[src/rtl/write_back_pkg.sv]
// Shared types and constants for the write-back stage: register file shape,
// Flags register location and the write-back FSM state encoding.
package write_back_pkg;

  localparam int REG_COUNT   = 32;
  localparam int REG_INDEX_W = 5;
  localparam int REG_WIDTH   = 32;
  localparam int FLAGS_INDEX = 30;
  localparam int FLAGS_LSB   = 27;
  localparam int FLAGS_W     = 4;

  typedef logic [REG_INDEX_W-1:0] regind_t;
  typedef logic [REG_WIDTH-1:0]   regval_t;
  typedef regval_t [REG_COUNT-1:0] regfile_t;

  // Bit order inside the Flags field, MSB first.
  typedef struct packed {
    logic carry;
    logic negative;
    logic overflow;
    logic zero;
  } flags_t;

  typedef enum logic [1:0] {
    IDLE  = 2'd0,
    UPPER = 2'd1,
    STORE = 2'd2
  } wb_state_t;

  function automatic regval_t merge_flags(regval_t value, flags_t flags);
    regval_t merged;
    merged = value;
    merged[FLAGS_LSB +: FLAGS_W] = flags;
    return merged;
  endfunction

endpackage

[src/rtl/write_back_regfile.sv]
// Architectural register file: one general write port, a dedicated Flags-field
// update, flat read-out of every register, and r0 hard-wired to zero.
module write_back_regfile
  import write_back_pkg::*;
(
  input  logic     clock,
  input  logic     reset,
  input  logic     we,
  input  regind_t  waddr,
  input  regval_t  wdata,
  input  logic     flags_we,
  input  flags_t   flags,
  output regfile_t registers
);

  regval_t regs_q [1:REG_COUNT-1];

  genvar gi;
  generate
    for (gi = 0; gi < REG_COUNT; gi++) begin : g_reg
      if (gi == 0) begin : g_zero
        assign registers[gi] = '0;
      end else begin : g_live
        regval_t reg_d;

        // The general write is applied last so a full write to Flags wins.
        always_comb begin
          reg_d = regs_q[gi];
          if (flags_we && (gi == FLAGS_INDEX)) begin
            reg_d = merge_flags(reg_d, flags);
          end
          if (we && (waddr == regind_t'(gi))) begin
            reg_d = wdata;
          end
        end

        always_ff @(posedge clock) begin
          if (reset) begin
            regs_q[gi] <= '0;
          end else begin
            regs_q[gi] <= reg_d;
          end
        end

        assign registers[gi] = regs_q[gi];
      end
    end
  endgenerate

endmodule

[src/rtl/write_back.sv]
// Final pipeline stage: commits retired instructions to the register file,
// issues stores over a ready/valid port and drives same-cycle forwarding.
module write_back
  import write_back_pkg::*;
(
  input  logic     clock,
  input  logic     reset,
  input  logic     in_valid,
  output logic     in_hold,
  input  regval_t  in_pc,
  input  regind_t  in_target_register,
  input  regind_t  in_address_register,
  input  logic     in_is_writing_memory,
  input  flags_t   in_flags,
  input  regval_t  in_target_value,
  input  logic     in_has_upper_value,
  input  regval_t  in_upper_value,
  input  regval_t  in_adjustment_value,
  input  logic     in_has_flushed,
  output regfile_t registers,
  output logic     mem_write,
  output regval_t  mem_address,
  output regval_t  mem_data,
  input  logic     mem_ready,
  output logic     fb_valid,
  output regind_t  fb_index,
  output regval_t  fb_value,
  output regval_t  retired_pc
);

  wb_state_t state_q, state_d;
  logic      mem_write_q, mem_write_d;
  regval_t   mem_address_q, mem_address_d;
  regval_t   mem_data_q, mem_data_d;
  regval_t   retired_pc_q, retired_pc_d;

  logic    wr_en;
  regind_t wr_index;
  regval_t wr_value;
  logic    wr_commit;
  logic    flags_en;
  regval_t store_base;

  // Base register as it will read after this cycle's commit, so a store may
  // use the very register its own instruction just wrote.
  always_comb begin
    store_base = registers[in_address_register];
    if (in_address_register == regind_t'(FLAGS_INDEX)) begin
      store_base = merge_flags(store_base, in_flags);
    end
    if (in_address_register == in_target_register) begin
      store_base = in_target_value;
    end
    if (in_address_register == '0) begin
      store_base = '0;
    end
  end

  always_comb begin
    state_d       = state_q;
    mem_write_d   = mem_write_q;
    mem_address_d = mem_address_q;
    mem_data_d    = mem_data_q;
    retired_pc_d  = retired_pc_q;
    wr_en         = 1'b0;
    wr_index      = in_target_register;
    wr_value      = in_target_value;
    flags_en      = 1'b0;

    case (state_q)
      IDLE: begin
        if (in_valid && !in_has_flushed) begin
          wr_en        = 1'b1;
          flags_en     = 1'b1;
          retired_pc_d = in_pc;
          if (in_is_writing_memory) begin
            state_d       = STORE;
            mem_write_d   = 1'b1;
            mem_address_d = store_base + in_adjustment_value;
            mem_data_d    = in_target_value;
          end else if (in_has_upper_value) begin
            state_d = UPPER;
          end
        end
      end
      UPPER: begin
        wr_en    = 1'b1;
        wr_index = in_target_register + regind_t'(1);
        wr_value = in_upper_value;
        state_d  = IDLE;
      end
      STORE: begin
        if (mem_ready) begin
          mem_write_d = 1'b0;
          state_d     = in_has_upper_value ? UPPER : IDLE;
        end
      end
      default: begin
        state_d = IDLE;
      end
    endcase
  end

  assign wr_commit = wr_en && (wr_index != '0) && !reset;

  always_ff @(posedge clock) begin
    if (reset) begin
      state_q       <= IDLE;
      mem_write_q   <= 1'b0;
      mem_address_q <= '0;
      mem_data_q    <= '0;
      retired_pc_q  <= '0;
    end else begin
      state_q       <= state_d;
      mem_write_q   <= mem_write_d;
      mem_address_q <= mem_address_d;
      mem_data_q    <= mem_data_d;
      retired_pc_q  <= retired_pc_d;
    end
  end

  write_back_regfile u_regfile (
    .clock     (clock),
    .reset     (reset),
    .we        (wr_commit),
    .waddr     (wr_index),
    .wdata     (wr_value),
    .flags_we  (flags_en && !reset),
    .flags     (in_flags),
    .registers (registers)
  );

  assign in_hold     = !reset && (state_d != IDLE);
  assign fb_valid    = wr_commit;
  assign fb_index    = wr_commit ? wr_index : '0;
  assign fb_value    = wr_commit ? wr_value : '0;
  assign mem_write   = mem_write_q;
  assign mem_address = mem_address_q;
  assign mem_data    = mem_data_q;
  assign retired_pc  = retired_pc_q;

endmodule

[config.mk]
export PLATFORM = sky130hd
export DESIGN_NAME = write_back
export DESIGN_NICKNAME = d
export VERILOG_FILES = /design/src/rtl/write_back_pkg.sv /design/src/rtl/write_back_regfile.sv /design/src/rtl/write_back.sv
export SDC_FILE = /design/constraint.sdc
export NUM_CORES = 2
export LEC_CHECK = 0
export CAP_MARGIN = 20
export CORE_AREA = 3 3 505 507
export CTS_CLUSTER_SIZE = 10
export DETAILED_ROUTE_END_ITERATION = 6
export DIE_AREA = 0 0 508 510
export PLACE_DENSITY = 0.37
export SKIP_LAST_GASP = 1
export SYNTH_ARGS = -nofsm -noshare
export SYNTH_HDL_FRONTEND = slang
export SYNTH_SLANG_ARGS = --single-unit
[constraint.sdc]
create_clock -name clock -period 8.7 [get_ports clock]
set_clock_uncertainty 0.2 [all_clocks]
set_input_delay 1.74 -clock clock [delete_from_list [all_inputs] [get_ports clock]]
set_output_delay 1.74 -clock clock [all_outputs]
set_load 0.02 [all_outputs]
==> metrics.sh <==
CLOCK_TREE.ROOT_CELL='sky130_fd_sc_hd__clkbuf_16'
CTSHOLDBUFFERS=0
MOST-COMMON-LAYOUT-CELLS='sky130_fd_sc_hd__clkdlybuf4s50_1 (1270), sky130_fd_sc_hd__nor2_1 (1180), sky130_fd_sc_hd__dfxtp_1 (1091)'
SYNTHADDERAREAFRAC=0.008810
P_PER_AREA_mW_PER_MM2=180.2
P_SEQ_FRAC=0.409
POST-ROUTE-WORST-SETUP-SLACK_PS=1244
CHIP_AREA_MM2=0.2591
GRT_USE_MET1=0.3098
YOSYS.AREA_SHARE.AOI=0.2047
RSZ_0062_RAISED_AFTER_GLOBAL_ROUTING='false'
MET3_USAGE=0.08533
FINAL_LAYOUT_SIZE_SUFFIX_GT1_FRAC=0.1186
POWER.SEQUENTIAL.TOTAL_mW=5.08
CRITICAL_PATH.STARTPOINT_TYPE='input pin'
WORST_HOLD_SLACK_PS=253.9
CLOCK_TREE.HTREE_LEVEL_COUNT=4
POWER.COMBINATIONAL.FRACTION=0.106
SYNTHMOSTINSTANTIATEDCELL='sky130_fd_sc_hd__nor2_1'
VIOLATION_COUNT_AFTER_THE_FIRST_DETAILED_ROUTING_ITERATION=3663
SYNTH.FF_LATCH_COUNT=1091
POST_SYNTH_AND_OR_NAND_NOR_AREA_FRACTION=0.1317
LAYOUT_MIN_CYCLE_TIME_PS=7456
LAYOUT_TOP_CELL='sky130_fd_sc_hd__clkdlybuf4s50_1'
TIMING.HOLD.WORST.START='mem_data[16]'
CORE_UTILIZATION_AT_FLOORPLAN=0.1902
GRT_ANTENNA_BEFORE_REPAIR=36
TOP_POWER_GROUP='the clock network'
PATH_MAX_FANOUT=20
DIE.SIZE.Y_UM=510
WORSTHOLDPATHCELLS=2
DRC=0
YOSYS-TOP-CELLS-COUNT='sky130_fd_sc_hd__nor2_1 (1181), sky130_fd_sc_hd__dfxtp_1 (1091), sky130_fd_sc_hd__a211oi_1 (948), sky130_fd_sc_hd__clkbuf_1 (349), sky130_fd_sc_hd__a21oi_1 (241)'
CP.REQUIRED_PS=6760
POSTSYNTHCELLCOUNT=5052
EDF_COUNT=0
PORT_BUFFERS=1276
DETAIL_ROUTE.FIRST_PASS.ITERATIONS=5
YS_CELLS=5052
LAYOUT.CELL_AREA.NON_FILLER_MM2=0.06892
CRIT_PATH_START='in_target_register[0]'
SYNTH.CELLMIX.XORXNORSHARE=0.004562
POST_LAYOUT_UTIL=0.2747
MET2_USAGE=0.4572
CELL_AREA_AFTER_SYNTHESIS_MM2=0.04772
SYNTH.TOP_CELL.AREA_SHARE=0.4577
TOPCELLSBYAREA='sky130_fd_sc_hd__dfxtp_1 (46%), sky130_fd_sc_hd__a211oi_1 (15%), sky130_fd_sc_hd__mux4_2 (11%)'
ROWS=184
ROUTED-WL-MET2_UM=174200
SYNTH-ASYNC-RESET-RATIO=0
CLKSLEWWORSTSETUPHOLDPATHS_PS=50
GRT_FIRST_PASS_WIRELENGTH_UM=455800
R2R_SETUP_SLACK_PS=3380
TOTAL_POWER_mW=12.42
NET-SWITCHING-POWER_mW=3.504
WORST_R2R_STARTPOINT='u_regfile.regs_q[0][584]'
POST_SYNTH_NUM_CELL_TYPES=74
DESIGN.CORE.AREA_MM2=0.2509
DRV_SLEW=0
YS_AREA_MM2=0.04772
YS_SH_MUX=0.1366
MET3WIRELENGTH_UM=30070
SYNTH_AREA_LEADER_CELL='sky130_fd_sc_hd__dfxtp_1'
POST_DP_CELL_AREA_MM2=0.06424
CP-ENDPOINT='fb_value[21]'
OUTCOME='finished, final reports clean'
TOP_LEVEL_I_O_COUNT=1309
CTS_TREE='yes'
P_CLK_FRAC=0.485
TOTAL_LEAKAGE_POWER_nW=21.77
MAX_FLOP_REGISTER='u_regfile.regs_q'
SYNTH-SEQ-AREA-SHARE=0.4577
HIGHEST_ROUTED_LAYER='met5'
SETUP_VIOL=0
CRITICAL_PATH.REG2REG.ENDPOINT='mem_address[30]'
FINAL_NET_COUNT=6274
DETAIL_ROUTE.VIAS_PER_CELL=4.789
INSERTION_DELAY_PS=780
CLK_BUF_DEPTH=3
INSTANCES_NO_FILL=9549
SETUP.WORST_PATH.CLASS='input pin to output port'
PRECTSSETUPSLACK_PS=772.0
SYNTHFLOPTYPE='sky130_fd_sc_hd__dfxtp_1'
LARGEST_REG_FLOPS=992
TIGHTEST_SLEW_PS=1170
DRV.MAX_CAP_VIOLATION_COUNT=0
TOP_USAGE_LAYER='met2'
FMAX_GHz=0.1341
TIMING.FINAL.CRIT_SHARE=0.8570
CRIT_PATH_END_KIND='output port'
CELL_INTERNAL_PWR_mW=8.912
FINALHOLDVIOLATIONS=0
FLOORPLAN.DIE.WIDTH_UM=508
CTS_RESIZED=0
## critical path, cell delays in order
cell,delay [ps]
sky130_fd_sc_hd__clkdlybuf4s50_1,790
sky130_fd_sc_hd__ha_1,260
sky130_fd_sc_hd__nand2_1,100
sky130_fd_sc_hd__xor2_1,350
sky130_fd_sc_hd__and2_1,240
sky130_fd_sc_hd__a21oi_1,120
sky130_fd_sc_hd__nor2_4,600
sky130_fd_sc_hd__buf_4,460
sky130_fd_sc_hd__nor2_1,200
sky130_fd_sc_hd__clkdlybuf4s50_1,620
## area by class of cell
cell class	count	area [um2]
fill	26490	182000
multi-input combinational	3390	23920
sequential	1091	21840
timing repair buffer	1446	14220
tap	3348	4189
clock buffer	214	4170
clock inverter	29	480.5
inverter	20	75.07
antenna	11	27.53
Figure 1. Metal layers overlaid.
Drawn at 1 px/um.
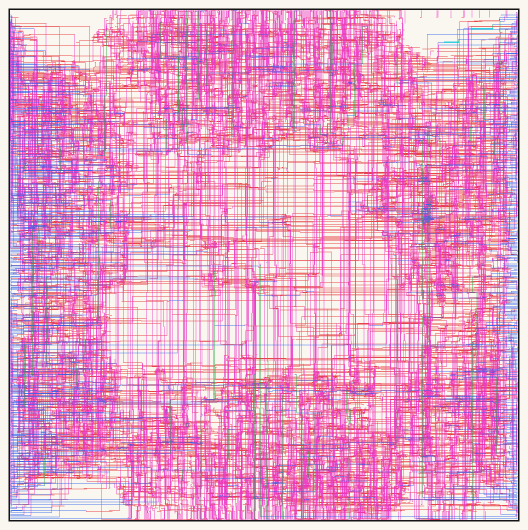
metal 1 -> red  # wire length 140 mm
metal 4 -> green  # wire length 9220 um
metal 5 -> cyan  # wire length 34.0 um
metal 3 -> blue  # wire length 30.1 mm
metal 2 -> magenta  # wire length 174 mm
routed wire length: 353900 um
average wire per cell in the routed design: 37.06 um
vias post-DR: 45730
aggregate global-route resource usage: 0.2622

Figure 2. Clock wiring as the flow saved it.
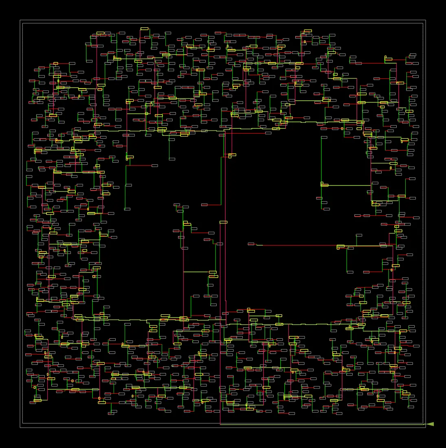
Num CTS Buffers: 143
layout sequential cell count: 1091
clock tree sinks: 1091

Figure 3. Local utilization.
25 x 26 tiles, from white (low) to dark blue (high), 0 to 100% covered.
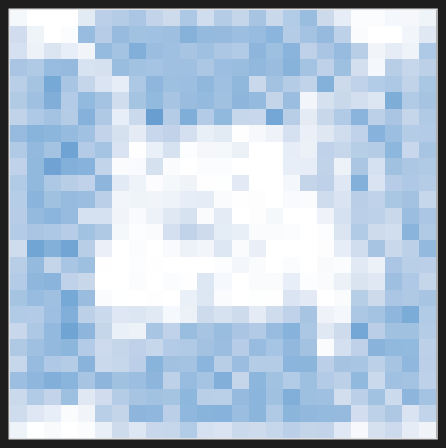
fullest tile = 55%
emptiest ninth of the die = centre
mean over tiles = 25%

